--- src/rtl/common_types_pkg.sv ---
// Shared types for the EXECUTE-stage multiplier: op encoding and FSM states.
package common_types_pkg;

  // Encoding matches funct3[1:0] of the RV32M multiply instructions
  typedef enum logic [1:0] {
    MUL    = 2'd0,
    MULH   = 2'd1,
    MULHSU = 2'd2,
    MULHU  = 2'd3
  } mult_op_t;

  typedef enum logic [1:0] {
    IDLE = 2'd0,
    BUSY = 2'd1,
    DONE = 2'd2
  } mult_state_t;

endpackage

--- src/rtl/mult_step.sv ---
// One radix-2^STEP_BITS partial-product step: acc + (a * chunk) << shamt.
module mult_step #(
  parameter int unsigned DATA_W    = 32,
  parameter int unsigned STEP_BITS = 2,
  parameter int unsigned SH_W      = $clog2(2 * DATA_W)
) (
  input  logic [2*DATA_W-1:0] i_acc,
  input  logic [DATA_W-1:0]   i_a,
  input  logic [STEP_BITS-1:0] i_chunk,
  input  logic [SH_W-1:0]     i_shamt,
  output logic [2*DATA_W-1:0] o_acc_c
);
  localparam int unsigned ACC_W = 2 * DATA_W;

  logic [ACC_W-1:0] w_prod;

  assign w_prod  = ACC_W'(i_a) * ACC_W'(i_chunk);
  assign o_acc_c = i_acc + (w_prod << i_shamt);
endmodule

--- src/rtl/multiplier_unit.sv ---
// Iterative RV32M multiplier (MUL/MULH/MULHSU/MULHU) for EXECUTE; result held
// in DONE until the pipeline advances so memory-side stalls cannot drop it.
module multiplier_unit
  import common_types_pkg::*;
#(
  parameter int unsigned DATA_W    = 32,
  parameter int unsigned STEP_BITS = 2
) (
  input  logic              CLK,
  input  logic              RST,
  input  logic              mult_start,
  input  mult_op_t          mult_op,
  input  logic [DATA_W-1:0] mult_a,
  input  logic [DATA_W-1:0] mult_b,
  input  logic              mult_advance,
  input  logic              mult_flush,
  output logic              mult_ready,
  output logic              mult_busy,
  output logic [DATA_W-1:0] mult_out
);
  localparam int unsigned ITERS = DATA_W / STEP_BITS;
  localparam int unsigned ACC_W = 2 * DATA_W;
  localparam int unsigned CNT_W = $clog2(ITERS + 1);
  localparam int unsigned SH_W  = $clog2(ACC_W);

  mult_state_t       r_state, w_state_nxt;
  mult_op_t          r_op;
  logic [DATA_W-1:0] r_a, r_b;
  logic              r_neg;
  logic [CNT_W-1:0]  r_cnt;
  logic [ACC_W-1:0]  r_acc;
  logic              r_ready, r_busy;
  logic [DATA_W-1:0] r_out;

  logic              w_sign_a, w_sign_b;
  logic [DATA_W-1:0] w_abs_a, w_abs_b;
  logic              w_accept, w_step_en;
  logic [SH_W-1:0]   w_shamt;
  logic [ACC_W-1:0]  w_acc_step;
  logic [ACC_W-1:0]  w_res;
  logic [DATA_W-1:0] w_fin;
  logic              w_ready_nxt, w_busy_nxt;
  logic [DATA_W-1:0] w_out_nxt;

  // Only operands the op treats as signed contribute a sign
  assign w_sign_a = ((mult_op == MULH) || (mult_op == MULHSU)) && mult_a[DATA_W-1];
  assign w_sign_b = (mult_op == MULH) && mult_b[DATA_W-1];
  assign w_abs_a  = w_sign_a ? (DATA_W'(0) - mult_a) : mult_a;
  assign w_abs_b  = w_sign_b ? (DATA_W'(0) - mult_b) : mult_b;

  assign w_shamt = SH_W'(r_cnt) * SH_W'(STEP_BITS);
  assign w_res   = r_neg ? (ACC_W'(0) - r_acc) : r_acc;
  assign w_fin   = (r_op == MUL) ? w_res[DATA_W-1:0] : w_res[ACC_W-1:DATA_W];

  mult_step #(
    .DATA_W   (DATA_W),
    .STEP_BITS(STEP_BITS),
    .SH_W     (SH_W)
  ) u_step (
    .i_acc  (r_acc),
    .i_a    (r_a),
    .i_chunk(r_b[STEP_BITS-1:0]),
    .i_shamt(w_shamt),
    .o_acc_c(w_acc_step)
  );

  always_ff @(posedge CLK) begin
    if (RST) r_state <= IDLE;
    else     r_state <= w_state_nxt;
  end

  // Flush overrides everything, including start and advance
  always_comb begin
    w_state_nxt = r_state;
    case (r_state)
      IDLE:    if (mult_start) w_state_nxt = BUSY;
      BUSY:    if (r_cnt == CNT_W'(ITERS)) w_state_nxt = DONE;
      DONE:    if (mult_advance) w_state_nxt = IDLE;
      default: w_state_nxt = IDLE;
    endcase
    if (mult_flush) w_state_nxt = IDLE;
  end

  always_comb begin
    w_accept    = (r_state == IDLE) && (w_state_nxt == BUSY);
    w_step_en   = (r_state == BUSY) && (w_state_nxt == BUSY);
    w_ready_nxt = (w_state_nxt == DONE);
    w_busy_nxt  = (w_state_nxt != IDLE);
    w_out_nxt   = r_out;
    if ((r_state == BUSY) && (w_state_nxt == DONE)) w_out_nxt = w_fin;
    else if (w_state_nxt == IDLE)                   w_out_nxt = '0;
  end

  always_ff @(posedge CLK) begin
    if (RST) begin
      r_op    <= MUL;
      r_a     <= '0;
      r_b     <= '0;
      r_neg   <= 1'b0;
      r_cnt   <= '0;
      r_acc   <= '0;
      r_ready <= 1'b0;
      r_busy  <= 1'b0;
      r_out   <= '0;
    end else begin
      if (w_accept) begin
        r_op  <= mult_op;
        r_a   <= w_abs_a;
        r_b   <= w_abs_b;
        r_neg <= w_sign_a ^ w_sign_b;
        r_cnt <= '0;
        r_acc <= '0;
      end else if (w_step_en) begin
        r_acc <= w_acc_step;
        r_b   <= r_b >> STEP_BITS;
        r_cnt <= r_cnt + CNT_W'(1);
      end
      r_ready <= w_ready_nxt;
      r_busy  <= w_busy_nxt;
      r_out   <= w_out_nxt;
    end
  end

  assign mult_ready = r_ready;
  assign mult_busy  = r_busy;
  assign mult_out   = r_out;
endmodule
--- config.mk ---
export PLATFORM = sky130hd
export DESIGN_NAME = multiplier_unit
export DESIGN_NICKNAME = d
export VERILOG_FILES = /design/src/rtl/common_types_pkg.sv /design/src/rtl/mult_step.sv /design/src/rtl/multiplier_unit.sv
export SDC_FILE = /design/constraint.sdc
export NUM_CORES = 1
export LEC_CHECK = 0
export CORE_ASPECT_RATIO = 0.5
export CORE_UTILIZATION = 35
export DETAILED_ROUTE_END_ITERATION = 12
export GPL_ROUTABILITY_DRIVEN = 0
export SLEW_MARGIN = 20
export SYNTH_ARGS = -nofsm -noshare
export SYNTH_HDL_FRONTEND = slang
export SYNTH_SLANG_ARGS = --single-unit
export TNS_END_PERCENT = 1
--- constraint.sdc ---
create_clock -name CLK -period 8.3 [get_ports CLK]
set_input_delay 0.83 -clock CLK [delete_from_list [all_inputs] [get_ports CLK]]
set_output_delay 0.83 -clock CLK [all_outputs]
set_load 0.1 [all_outputs]
==> images/pdn.png <==
Drawn at 1.5 px/µm. Pins as bars on the die edge. Tap cells in gray.
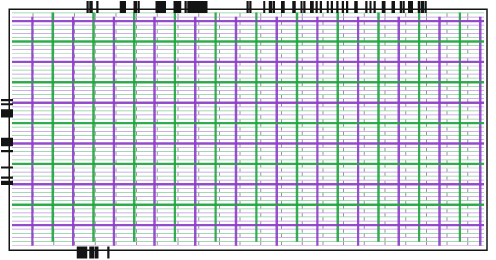
- VSS: purple
- VDD: green
- rows: 57
- signal pins: 105
- met5 straps: 11
- met4 straps: 23
- tap cells: 649

==> images/met2.png <==
Drawn at 1 px/µm.
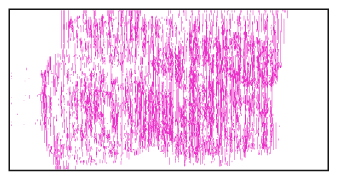
- main direction: vertical
- wire length on this layer: 25.4 mm
- nets with wire on the layer: 2116
- share of all routed wire: 43%
- longest straight run: 102 µm

==> impl_metrics.ini <==
; generated from flow reports
[outcome]
status = finished, final reports clean

[cells_and_area]
antennaDiodeCount = 0
final_cell_mix = nand2_1 (314), nor2_1 (261), a21oi_1 (261), o21ai_0 (204), dfxtp_1 (169)
bufAreaShareNonClock_pct = 6.23
area_growth_syn_to_layout_pct = 11.7
largest_class = logic gates
num-clock-buffers = 19
layout-drive-gt1-share_pct = 5.13
lay_top_count = nand2_1
final_nets = 2655
sh_seq_area_pct = 17.7
largest_reg_flops = 64
top_register = r_acc
num-nonclk-inverters = 51
clock_area_share_pct = 3.21
signal_buffers = 127

[final_timing]
worst_slew_pin_slew_ps = 1010
skew_ps = 20.7
fin_crit_sh_pct = 91.3
max_freq_ghz = 0.132
fin_setup_tns_ps = 0
setup_violations = 0
slew_headroom_pct = 31.2
hold_viol_final = 0

[pwr]
clk-power_mw = 0.891
p_per_area_nw_per_um2 = 122
powerSeq_mw = 0.918
peakVddDrop_mv = 0.130
power_frac_seq_pct = 38.8
power_frac_clock_pct = 37.7
comb_power_share_pct = 23.4
switching_share_pct = 34.1
p_sw_mw = 0.806
total_power_mw = 2.36
pg_comb_mw = 0.554
top_power_group = registers

[setup_path]
critPathCaptureType = register
cp.arrival_ps = 7920
cp_data_required_time_ps = 8640
critical_path_buf_inv_count = 1
crit_cells = 27
slowest_delay_ps = 850
start_kind = register
r2r_start = r_b[1]
reg2reg_to = r_acc[60]
worstSetupPathType = register to register
r2r_cells = 27
crit_slowest_cell = dfxtp_1

[logic_synthesis]
ys_seq_share_pct = 19.8
synth_area_um2 = 17400
top_area_share_pct = 19.8
yosysCellCount = 2503
edf_count = 0
avgSynthCellArea_um2 = 6.96
async_reset_ff_share_pct = 0
flop_cell = dfxtp_1
syn_inst = 2503
syn-num-nets = 2676
synthTopCellsByCount = nand2_1 (314), nor2_1 (267), a21oi_1 (261)
ys.flops = 172
synthMostInstantiatedCell = nand2_1
top_cells_by_area = dfxtp_1 (20%), a21oi_1 (7.5%), ha_1 (7.2%)

[global_route]
grt_pass1_vias = 16600
top_usage_layer = met2
met2_usage_pct = 35.1
met3_usage_pct = 3.09
antenna_found_initial = 0

[place]
io_buffers = 104

[route]
route.detailed.drc = 0
wire_per_inst_um = 18.6
wl_met1_um = 27500
viasPerCell = 5.91
route.top_layer_used = met4
routed-wl-met2_um = 25400
drt-pass1-iter-count = 6
vias = 18600

[clock_network]
root_buffer = clkbuf_16
cts_made_buffers = 17
cts_tree = yes
cts_sinks = 172
postCtsHoldBufs = 0
clk_pin_slew_ps = 80

[floorplanning]
dieArea_um2 = 50700
rows = 57
chipHeight_um = 160
dieWidth_um = 317
io_pins = 105
taps = 649

[hold_path]
hold_path_depth = 2
hp-class = register to register

[flow_run]
warnings = 27
max_cap_viol_count = 0
-- cells by family (layout without fill, tap and decap cells) --
group / count (synthesis) / count (layout) / synth area share [%]
AND/OR/NAND/NOR: 956 / 956 / 25.9
multiplexers: 44 / 44 / 3.25
AND-OR/OR-AND: 852 / 852 / 30.8
adder cells (fa/ha/maj): 102 / 102 / 7.41
XOR/XNOR: 159 / 159 / 8.00
buffers and inverters: 218 / 210 / 4.87
flip-flops: 172 / 172 / 19.8
-- stage by stage --
stage	util, %	area [µm²]	instances	hold WS, ps
detailed placement	38.6	18800	3112	447
floorplan	-	17400	2503	432
global route	39.9	19400	3144	470
CTS	39.9	19400	3144	457
finish	39.9	19400	3144	454
global placement	38.6	18800	3112	442
